### src/rtl/bbc_micro_via_timers_if.sv
// CPU-side register bus of the 6522 VIA timer block: chip select, direction,
// register select, write data and combinational read data.
interface bbc_micro_via_timers_if;
    logic       select;
    logic       read_not_write;
    logic [3:0] address;
    logic [7:0] write_data;
    logic [7:0] read_data;

    modport master (
        output select,
        output read_not_write,
        output address,
        output write_data,
        input  read_data
    );

    modport slave (
        input  select,
        input  read_not_write,
        input  address,
        input  write_data,
        output read_data
    );
endinterface

### src/rtl/bbc_micro_via_timers.sv
// 6522 VIA timer/interrupt core: T1 (one-shot/free-run with PB7), T2 (one-shot or
// PB6 pulse count), ACR, IFR, IER and the active-low IRQ, clocked by the 1MHz tick.
module bbc_micro_via_timers (
    input  logic                         clk,
    input  logic                         reset,
    input  logic                         clock_control__enable_cpu,
    input  logic                         clock_control__enable_1MHz_falling,
    bbc_micro_via_timers_if.slave        bus,
    input  logic                         pb6_in,
    output logic                         irq_n,
    output logic                         pb7_out,
    output logic                         pb7_enable
);

    localparam logic [3:0] ADDR_T1C_L = 4'h4;
    localparam logic [3:0] ADDR_T1C_H = 4'h5;
    localparam logic [3:0] ADDR_T1L_L = 4'h6;
    localparam logic [3:0] ADDR_T1L_H = 4'h7;
    localparam logic [3:0] ADDR_T2C_L = 4'h8;
    localparam logic [3:0] ADDR_T2C_H = 4'h9;
    localparam logic [3:0] ADDR_ACR   = 4'hB;
    localparam logic [3:0] ADDR_IFR   = 4'hD;
    localparam logic [3:0] ADDR_IER   = 4'hE;

    logic        tick;
    logic        access;
    logic        write_access;
    logic        read_access;
    logic [3:0]  addr;
    logic [7:0]  wdata;

    logic [15:0] t1_counter;
    logic [15:0] t1_counter_next;
    logic [15:0] t1_latch;
    logic [15:0] t1_latch_next;
    logic        t1_armed;
    logic        t1_armed_next;
    logic        t1_load;
    logic        t1_fire;

    logic [15:0] t2_counter;
    logic [15:0] t2_counter_next;
    logic [7:0]  t2_latch_low;
    logic [7:0]  t2_latch_low_next;
    logic        t2_armed;
    logic        t2_armed_next;
    logic        t2_load;
    logic        t2_fire;
    logic        t2_decrement;

    logic [7:0]  acr;
    logic [7:0]  acr_next;
    logic [1:0]  ifr;
    logic [1:0]  ifr_next;
    logic [1:0]  ier;
    logic [1:0]  ier_next;

    logic        pb6_sync;
    logic        pb6_prev;
    logic        pb6_fall;
    logic        pb7_q;
    logic        pb7_next;
    logic        irq;

    assign tick         = clock_control__enable_1MHz_falling;
    assign access       = bus.select & clock_control__enable_cpu;
    assign write_access = access & ~bus.read_not_write;
    assign read_access  = access & bus.read_not_write;
    assign addr         = bus.address;
    assign wdata        = bus.write_data;

    assign t1_load  = write_access && (addr == ADDR_T1C_H);
    assign t2_load  = write_access && (addr == ADDR_T2C_H);
    assign pb6_fall = pb6_prev & ~pb6_sync;

    // A counter load on the same clk as a tick takes priority and suppresses the timeout.
    always_comb begin
        t1_counter_next = t1_counter;
        t1_armed_next   = t1_armed;
        pb7_next        = pb7_q;
        t1_fire         = 1'b0;
        if (t1_load) begin
            t1_counter_next = {wdata, t1_latch[7:0]};
            t1_armed_next   = 1'b1;
            if (acr[7]) begin
                pb7_next = 1'b0;
            end
        end else if (tick) begin
            if (t1_counter == 16'h0000) begin
                t1_fire = t1_armed;
                if (acr[6]) begin
                    t1_counter_next = t1_latch;
                    if (acr[7]) begin
                        pb7_next = ~pb7_q;
                    end
                end else begin
                    t1_counter_next = 16'hFFFF;
                    t1_armed_next   = 1'b0;
                    if (acr[7] && t1_armed) begin
                        pb7_next = 1'b1;
                    end
                end
            end else begin
                t1_counter_next = t1_counter - 16'd1;
            end
        end
    end

    always_comb begin
        t2_decrement    = acr[5] ? pb6_fall : tick;
        t2_counter_next = t2_counter;
        t2_armed_next   = t2_armed;
        t2_fire         = 1'b0;
        if (t2_load) begin
            t2_counter_next = {wdata, t2_latch_low};
            t2_armed_next   = 1'b1;
        end else if (t2_decrement) begin
            t2_counter_next = t2_counter - 16'd1;
            if (t2_counter == 16'h0000) begin
                t2_fire       = t2_armed;
                t2_armed_next = 1'b0;
            end
        end
    end

    always_comb begin
        t1_latch_next     = t1_latch;
        t2_latch_low_next = t2_latch_low;
        acr_next          = acr;
        ier_next          = ier;
        if (write_access) begin
            case (addr)
                ADDR_T1C_L, ADDR_T1L_L: t1_latch_next[7:0]  = wdata;
                ADDR_T1C_H, ADDR_T1L_H: t1_latch_next[15:8] = wdata;
                ADDR_T2C_L:             t2_latch_low_next   = wdata;
                ADDR_ACR:               acr_next            = wdata;
                ADDR_IER: begin
                    if (wdata[7]) begin
                        ier_next = ier | wdata[6:5];
                    end else begin
                        ier_next = ier & ~wdata[6:5];
                    end
                end
                default: ;
            endcase
        end
    end

    // Flag clears are applied first so that a timeout on the same clk still leaves the flag set.
    always_comb begin
        ifr_next = ifr;
        if (read_access && (addr == ADDR_T1C_L)) begin
            ifr_next[1] = 1'b0;
        end
        if (read_access && (addr == ADDR_T2C_L)) begin
            ifr_next[0] = 1'b0;
        end
        if (write_access) begin
            case (addr)
                ADDR_T1C_H, ADDR_T1L_H: ifr_next[1] = 1'b0;
                ADDR_T2C_H:             ifr_next[0] = 1'b0;
                ADDR_IFR:               ifr_next    = ifr & ~wdata[6:5];
                default: ;
            endcase
        end
        if (t1_fire) begin
            ifr_next[1] = 1'b1;
        end
        if (t2_fire) begin
            ifr_next[0] = 1'b1;
        end
    end

    always_ff @(posedge clk) begin
        if (reset) begin
            t1_counter   <= 16'h0000;
            t1_latch     <= 16'h0000;
            t1_armed     <= 1'b0;
            t2_counter   <= 16'h0000;
            t2_latch_low <= 8'h00;
            t2_armed     <= 1'b0;
            acr          <= 8'h00;
            ifr          <= 2'b00;
            ier          <= 2'b00;
            pb6_sync     <= 1'b1;
            pb6_prev     <= 1'b1;
            pb7_q        <= 1'b1;
        end else begin
            t1_counter   <= t1_counter_next;
            t1_latch     <= t1_latch_next;
            t1_armed     <= t1_armed_next;
            t2_counter   <= t2_counter_next;
            t2_latch_low <= t2_latch_low_next;
            t2_armed     <= t2_armed_next;
            acr          <= acr_next;
            ifr          <= ifr_next;
            ier          <= ier_next;
            pb6_sync     <= pb6_in;
            pb6_prev     <= pb6_sync;
            pb7_q        <= pb7_next;
        end
    end

    assign irq        = |(ifr & ier);
    assign irq_n      = ~irq;
    assign pb7_out    = pb7_q;
    assign pb7_enable = acr[7];

    always_comb begin
        bus.read_data = 8'h00;
        if (bus.select) begin
            case (addr)
                ADDR_T1C_L: bus.read_data = t1_counter[7:0];
                ADDR_T1C_H: bus.read_data = t1_counter[15:8];
                ADDR_T1L_L: bus.read_data = t1_latch[7:0];
                ADDR_T1L_H: bus.read_data = t1_latch[15:8];
                ADDR_T2C_L: bus.read_data = t2_counter[7:0];
                ADDR_T2C_H: bus.read_data = t2_counter[15:8];
                ADDR_ACR:   bus.read_data = acr;
                ADDR_IFR:   bus.read_data = {irq, ifr, 5'b00000};
                ADDR_IER:   bus.read_data = {1'b1, ier, 5'b00000};
                default:    bus.read_data = 8'h00;
            endcase
        end
    end

endmodule
### src/flat_wrapper.sv
// flat-port wrapper written by rule: the top's interface ports become plain ports
module bbc_micro_via_timers_flat 
  (clk, reset, clock_control__enable_cpu, clock_control__enable_1MHz_falling, pb6_in, irq_n, pb7_out, pb7_enable, bus_select, bus_read_not_write, bus_address, bus_write_data, bus_read_data);
  bbc_micro_via_timers_if bus_i ();
  input  logic clk;
  input  logic reset;
  input  logic clock_control__enable_cpu;
  input  logic clock_control__enable_1MHz_falling;
  input  logic pb6_in;
  output logic irq_n;
  output logic pb7_out;
  output logic pb7_enable;
  input wire logic [$bits(bus_i.select)-1:0] bus_select;
  input wire logic [$bits(bus_i.read_not_write)-1:0] bus_read_not_write;
  input wire logic [$bits(bus_i.address)-1:0] bus_address;
  input wire logic [$bits(bus_i.write_data)-1:0] bus_write_data;
  output wire logic [$bits(bus_i.read_data)-1:0] bus_read_data;
  assign bus_i.select = bus_select;
  assign bus_i.read_not_write = bus_read_not_write;
  assign bus_i.address = bus_address;
  assign bus_i.write_data = bus_write_data;
  assign bus_read_data = bus_i.read_data;
  bbc_micro_via_timers u_core (.clk(clk), .reset(reset), .clock_control__enable_cpu(clock_control__enable_cpu), .clock_control__enable_1MHz_falling(clock_control__enable_1MHz_falling), .bus(bus_i), .pb6_in(pb6_in), .irq_n(irq_n), .pb7_out(pb7_out), .pb7_enable(pb7_enable));
endmodule
### config.mk
export PLATFORM = sky130hd
export DESIGN_NAME = bbc_micro_via_timers_flat
export DESIGN_NICKNAME = d
export VERILOG_FILES = /design/src/rtl/bbc_micro_via_timers_if.sv /design/src/rtl/bbc_micro_via_timers.sv /design/src/flat_wrapper.sv
export SDC_FILE = /design/constraint.sdc
export NUM_CORES = 1
export LEC_CHECK = 0
export CAP_MARGIN = 20
export CORE_MARGIN = 2
export CORE_UTILIZATION = 55
export CTS_CLUSTER_DIAMETER = 80
export DETAILED_ROUTE_END_ITERATION = 16
export GPL_ROUTABILITY_DRIVEN = 0
export PLACE_DENSITY = 0.74
export SKIP_LAST_GASP = 1
export SYNTH_ARGS = -nofsm -noshare
export SYNTH_HDL_FRONTEND = slang
export SYNTH_SLANG_ARGS = --single-unit
### constraint.sdc
create_clock -name clk -period 2.04 [get_ports clk]
set_input_delay 0.204 -clock clk [delete_from_list [all_inputs] [get_ports clk]]
set_output_delay 0.204 -clock clk [all_outputs]
set_load 0.01 [all_outputs]
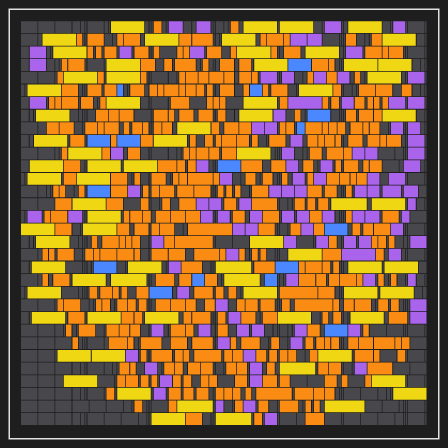
**Above:** run 1 (cell classes on the final placement).
Fill, decap, tap and diode cells in gray.
- yellow: sequential cells (cells 73; share of their area 28%)
- purple: remaining buffers and delay cells (cells 106; share of their area 16%)
- orange: remaining logic cells (cells 405; share of their area 52%)
- blue: clock drivers and dummy loads (cells 16; share of their area 3.5%)
fin util: 70.8%
Finished Cell Area: 0.00538 mm²
Seq area share: 27.4%
std cell rows: 32
Core Footprint: 0.00761 mm²

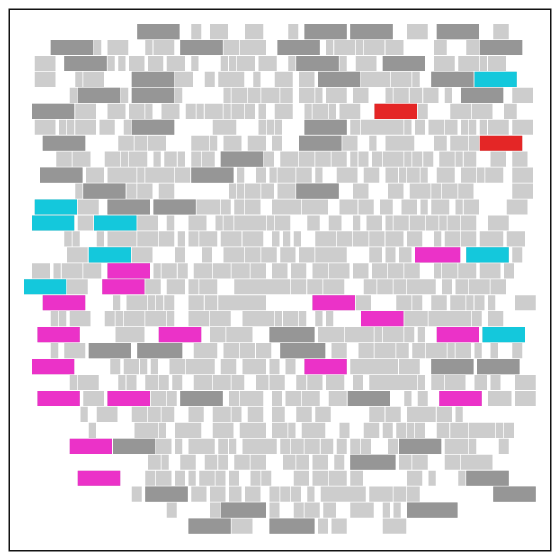
**Above:** run 1 (where the registers sit).
Other sequential cells in the stronger gray, the rest of the logic in the fainter gray.
- red: u_core.ifr (sequential cells 2)
- magenta: u_core.t1_latch (sequential cells 16)
- cyan: u_core.acr (sequential cells 8)
Flop area: 0.00147 mm²
Power Sequential: 1.76 mW

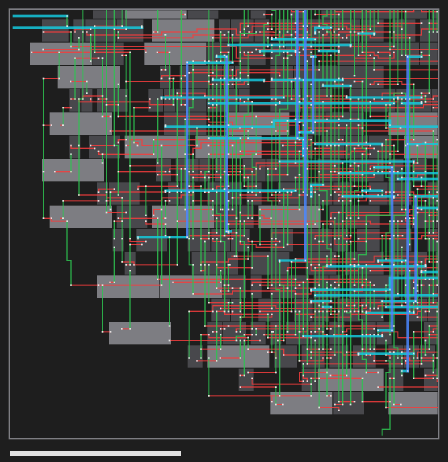
**Above:** run 1 (a small window of the routed layout).
The bar under the picture is 20 µm long. Window x 0 to 50, y 0 to 50 µm. Cells in gray, sequential cells in the stronger gray; small squares are vias.
- green: M2
- cyan: M3
- blue: M4
- red: M1
- sequential cells in the window: 21
- cells with their middle in the window: 160
- most frequent: nor2_1 (20), buf_4 (16), dfxtp_1 (16)
- netlist names of flops here include: u_core.t1_counter (10), u_core.t1_latch (10)

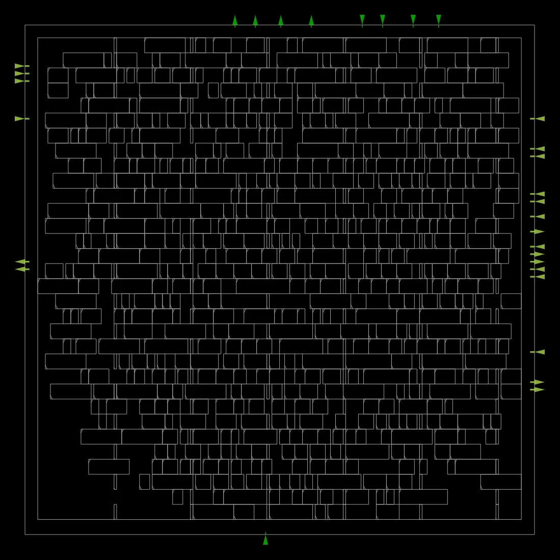
**Above:** run 1 (cell placement).
Flop Count: 73
final non-filler cell total: 702
TAP cells: 102

## run 1: power groups by stage
stage	Sequential (mW)	Combinational (mW)	Clock, mW
floorplan	1.72	0.919	0
global placement	1.76	1.34	0
detailed placement	1.76	1.39	0
CTS	1.73	1.42	1.08
global route	1.77	1.64	1.13
finish	1.76	1.53	1.06
## run 1: through the flow
step           area (µm²)  hold WS (ns)  utilization [%]  setup TNS [ns]
6_report             5380         0.243             70.8         -0.0311
5_1_grt              5380         0.263             70.8          -0.260
4_1_cts              5320         0.218             69.9         -0.0477
3_5_place_dp         5090         0.425             67.0           -9.52
3_3_place_gp         5090         0.416             67.0           -7.35
2_1_floorplan        4270         0.308                -               0
## run 1: path summary, 6_finish.rpt
path	from	to	slack, ns	cells after the start
setup reg to reg	u_core.t1_counter[0]$_SDFFE_PP0P_	u_core.t1_counter[12]$_SDFFE_PP0P_	-0.02	7
hold / removal	reset	u_core.t1_latch[5]$_SDFFE_PP0P_	0.24	2
setup / recovery	u_core.t1_counter[0]$_SDFFE_PP0P_	u_core.t1_counter[12]$_SDFFE_PP0P_	-0.02	7
hold reg to reg	u_core.pb6_sync$_SDFF_PP1_	u_core.pb6_prev$_SDFF_PP1_	0.44	1
## run 1: logic make-up (layout without fill, tap and decap cells)
group / count (synthesis) / count (layout)
muxes: 48 / 48
and+or+nand+nor: 213 / 213
adders and majority gates: 4 / 4
buffers and inverters: 48 / 131
DFF: 73 / 73
xor gates and xnor gates: 15 / 15
AOI/OAI and AO/OA: 116 / 116
## run 1: layer usage
metal	vias to the layer above	share of wire (%)	wire [µm]	track usage [%]
met2	260	45	6070	50.7
met4	0	3.7	495	12.6
met1	2147	43	5770	43.6
li1	2059	-	-	-
met3	47	8.6	1160	6.57
met5	-	0	0	0
## run 1: final cells by class
| type | count | area, µm² | share of cell area [%] |
|---|---|---|---|
| Clock buffer | 12 | 155 | 2.88 |
| Multi-Input combinational cell | 396 | 2700 | 50.1 |
| Inverter | 9 | 33.8 | 0.628 |
| Timing Repair Buffer | 106 | 867 | 16.1 |
| Sequential cell | 73 | 1470 | 27.4 |
| Tap cell | 102 | 128 | 2.37 |
| Clock inverter | 4 | 27.5 | 0.511 |
## run 1: state kept, by name, summed over array words and instances, names as in the netlist, 2 cells and up, named ones only
signal / flops
u_core.t1_counter: 16
u_core.t2_counter: 16
u_core.t2_latch_low: 8
u_core.acr: 8
u_core.t1_latch: 16
u_core.ifr: 2
## run 1: Yosys cell counts, types with 8 or more instances
library cell	number
nor3_1	15
a211oi_1	16
nand2b_1	8
clkbuf_1	26
nand2_1	32
inv_1	9
nand3_1	19
nor2_1	75
a21oi_1	24
o21ai_0	20
xor2_1	8
nor4_1	8
dfxtp_1	73
mux2i_1	38
## run 1: repair_timing
item,CTS,global route
cloned,1,0
gates resized,23,25
buffers inserted,1,2
pin swaps,1,2
endpoints found under the setup margin,10,26
==> flow_metrics.env, run 1 <==
# physical design summary
export IMPL_yosysUniqueCellTypes=68
export IMPL_worstPathCellList="inv_1 -> ha_1 -> or4b_1 -> nor3_2 -> xor2_1 -> o221ai_1 -> a21oi_1"
export IMPL_h_tree_depth=3
export IMPL_syn2layout_area_growth_pct=26.2
export IMPL_cpMaxStageDelayCell="or4b_1"
export IMPL_avgViaCountPerCell=6.43
export IMPL_clockBufferDepth=2
export IMPL_numCtsBuffers=9
export IMPL_first_pass_iters=5
export IMPL_ys_sh_xor_pct=3.08
export IMPL_combPwrFrac_pct=35.1
export IMPL_switchingPower_mw=1.54
export IMPL_fp_dieW_um=92.1
export IMPL_syn_mean_instance_area_um2=8.25
export IMPL_synth_area_top_cells="dfxtp_1, mux2i_1, nor2_1, a21oi_1, a211oi_1"
export IMPL_ctsHoldBuffers=0
export IMPL_synthTopLogicFamily="simple AND/OR/NAND/NOR gates"
export IMPL_finalWorstSetupSlack_ns=-0.0171
export IMPL_status="finished, violations left"
export IMPL_synth_adder_area_share_pct=1.17
export IMPL_intPower_mw=2.81
export IMPL_p_per_area_mw_per_mm2=809
export IMPL_die_h_um=92.1
export IMPL_critPathBufInv=1
export IMPL_async_flop_share_pct=0
export IMPL_lay_top_count="nor2_1"
export IMPL_track_usage_pct=32.3
export IMPL_violations="setup timing"
export IMPL_diodes=0
export IMPL_cts_root_buf="clkbuf_8"
export IMPL_yosys_area_share_aoi_pct=19.2
export IMPL_setup_viol=2
export IMPL_path_class="reg -> reg"
export IMPL_max_vdd_ir_drop_v=0.000714
export IMPL_finalPower_mw=4.35
export IMPL_post_dp_hpwl_mm=9.81
export IMPL_vias=4513
--- run 2 (diff from run 1) ---
Settings changed: CORE_UTILIZATION 55 to 45, PLACE_DENSITY 0.74 to 0.63.
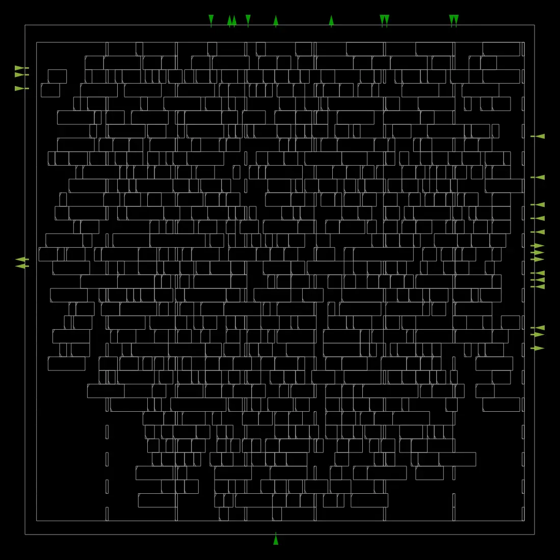
**Above:** run 2 (cell placement).
# fillers: 819
Seq area share: 26.1%

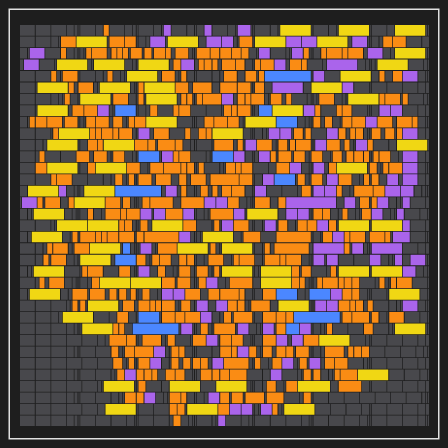
**Above:** run 2 (cell classes on the final placement).
Fill, decap, tap and diode cells in gray.
- blue: clock drivers and dummy loads (cells 16; share of their area 4.9%)
- yellow: sequential cells (cells 73; share of their area 27%)
- purple: remaining buffers and delay cells (cells 117; share of their area 18%)
- orange: remaining logic cells (cells 405; share of their area 50%)
fin util: 60.7%
Core Footprint: 0.00924 mm²
Finished Cell Area: 0.00560 mm²
std cell rows: 35

==> flow_metrics.env, run 2 <==
# physical design summary
export IMPL_drtIter0Drc=368
export IMPL_diodes=0
export IMPL_log_warning_count=29
export IMPL_routed_wl_mm=14.1
export IMPL_hold_violations=0
export IMPL_layout_nets=629
export IMPL_clock_skew_ns=0.00462
export IMPL_top_area_cell="dfxtp_1"
export IMPL_cp_data_required_time_ns=1.84
export IMPL_vias=4440
export IMPL_fmax_ghz=0.501
export IMPL_track_usage_pct=27.8
export IMPL_syn2layout_area_growth_pct=31.3
export IMPL_h_tree_depth=3
export IMPL_worstPathMaxFanout=8
export IMPL_grt_max_degree=36
export IMPL_synth_cells=517
export IMPL_ys_area_mm2=0.00427
export IMPL_core_util_floorplan_pct=46.2
export IMPL_lay_top_count="buf_4"
export IMPL_synthTopCellsByCount="nor2_1, dfxtp_1, mux2i_1, nand2_1, clkbuf_1"
export IMPL_clock_sinks=73
export IMPL_status="completed"
export IMPL_numCtsBuffers=9
export IMPL_p_per_area_mw_per_mm2=868
export IMPL_synth_area_top_cells="dfxtp_1, mux2i_1, nor2_1, a21oi_1, a211oi_1"
export IMPL_critPathBufInv=1
export IMPL_clockBufferDepth=2
export IMPL_cts_root_buf="clkbuf_8"
export IMPL_grt_pass1_wl_mm=22.0
export IMPL_synthFlopType="dfxtp_1"
export IMPL_post_dp_hpwl_mm=10.3
export IMPL_fin_cells=740
export IMPL_async_flop_share_pct=0
export IMPL_ctsHoldBuffers=0
export IMPL_dp_slack_ns=-0.472
export IMPL_end_kind="primary output"
export IMPL_start_kind="flip-flop"
export IMPL_hold_class="in -> reg"
export IMPL_ys_seq_share_pct=34.3
export IMPL_fp_nets=540
export IMPL_ys_cells=517
export IMPL_max_cap_violations=0
export IMPL_first_pass_iters=5
export IMPL_placed_area_mm2=0.00523
export IMPL_critical_path_arrival_ns=1.79
export IMPL_cpMaxStageDelayCell="mux4_2"
export IMPL_portBuffers=29
export IMPL_worstPathCellList="mux4_2 -> a32oi_1 -> nor2_1 -> dlygate4sd2_1"
export IMPL_rsz0062_at_grt="true"
export IMPL_clk_pin_slew_ns=0.09
export IMPL_final_max_slew_violation_count=0
export IMPL_synth_flops=73
export IMPL_mostFrequentLayoutCells="buf_4, nor2_1, dfxtp_1"
export IMPL_fin_crit_sh_pct=97.8
export IMPL_fp_dieW_um=101
export IMPL_synth_edff_count=0
export IMPL_cp_top_family="multiplexers"
export IMPL_path_class="reg -> out"
export IMPL_ys_warn_count=0
export IMPL_die_area_mm2=0.0103
export IMPL_io_pins=30
export IMPL_die_h_um=101
export IMPL_avgViaCountPerCell=6.00
export IMPL_largestRegisters="u_core.t1_counter: 16 flops, u_core.t1_latch: 16 flops, u_core.t2_counter: 16 flops"
export IMPL_hold_slack_ns=0.257
export IMPL_clock_latency_ns=0.35
export IMPL_cpPeakStageDelay_ns=0.49
export IMPL_top_cell="nor2_1"
export IMPL_tightestPinTransition_ns=0.611
export IMPL_finalWorstSetupSlack_ns=0.0453
export IMPL_setup_viol=0
export IMPL_min_period_ns=1.99
export IMPL_grt_antenna_before_repair=0
export IMPL_post_place_cells=719
export IMPL_ant_nets=0
export IMPL_slew_headroom_pct=59.2
export IMPL_yosysUniqueCellTypes=68
export IMPL_finalPower_mw=4.87
export IMPL_syn_mean_instance_area_um2=8.25
export IMPL_max_vdd_ir_drop_v=0.000413
export IMPL_setup_tns_ns=0
export IMPL_synth_area_mm2=0.00427
export IMPL_route_detailed_drc=0
export IMPL_layout_drive_gt1_share_pct=24.9
run 2: cell count changes in the layout (fill, tap and decap cells not counted), moves of 3 or more:
| cell | change |
|---|---|
| buf_2 | +3 |
| buf_4 | +8 |
| bufinv_16 | +4 |
| clkinvlp_4 | -3 |
| dfxtp_1 | +7 |
| dfxtp_2 | -6 |
| dlygate4sd2_1 | -4 |
run 2: final timing paths:
kind / start / end / slack [ns] / cells after the start
setup / recovery: u_core.t1_counter[7]$_SDFFE_PP0P_ / bus_read_data[7] / 0.05 / 4
setup reg to reg: u_core.t1_counter[0]$_SDFFE_PP0P_ / u_core.t1_counter[14]$_SDFFE_PP0P_ / 0.05 / 7
hold reg to reg: u_core.pb6_sync$_SDFF_PP1_ / u_core.pb6_prev$_SDFF_PP1_ / 0.45 / 1
hold / removal: reset / u_core.t1_latch[5]$_SDFFE_PP0P_ / 0.26 / 2
run 2: area by class of cell:
class | count | area, µm² | area share, %
clock inverter | 7 | 143 | 2.55
tap | 129 | 161 | 2.88
clock buffer | 9 | 124 | 2.21
inverter | 9 | 33.8 | 0.603
sequential | 73 | 1460 | 26.1
timing repair buffer | 117 | 985 | 17.6
multi-input combinational | 396 | 2700 | 48.1
run 2: cells by family after synthesis:
logic type | after synthesis | share of synthesized area [%]
AOI/OAI and AO/OA | 116 | 19.2
xor gates and xnor gates | 15 | 3.08
adders and majority gates | 4 | 1.17
buffers and inverters | 48 | 4.52
DFF | 73 | 34.3
muxes | 48 | 12.3
and+or+nand+nor | 213 | 25.5
run 2: timing repair:
action,in CTS,in global routing
pin swaps,7,1
setup buffers,4,0
setup endpoints to repair,11,17
cloned,1,0
gates resized,35,15
run 2: power by group:
part | internal, mW | switching, mW | total, mW
registers | 1.56 | 0.164 | 1.72
clock network | 0.939 | 0.611 | 1.55
logic | 0.784 | 0.810 | 1.59
total | 3.28 | 1.58 | 4.87
run 2: worst reg2reg max path, delay by kind of cell (launching register included):
kind                     cells  cell delay (ns)
AND/OR/NAND/NOR              4             1.04
adder cells (fa/ha/maj)      1             0.24
buffers and inverters        2             0.26
flip-flops                   1             0.34
run 2: per-layer routing:
layer / up-vias / routed length, µm / global-route usage, %
li1: 2083 / - / -
met1: 2120 / 6510 / 39.7
met2: 194 / 6190 / 42.0
met3: 43 / 893 / 3.24
met4: 0 / 510 / 12.7
met5: - / 0 / 0
No activity file was given, so power comes from the tool's default toggle rates.
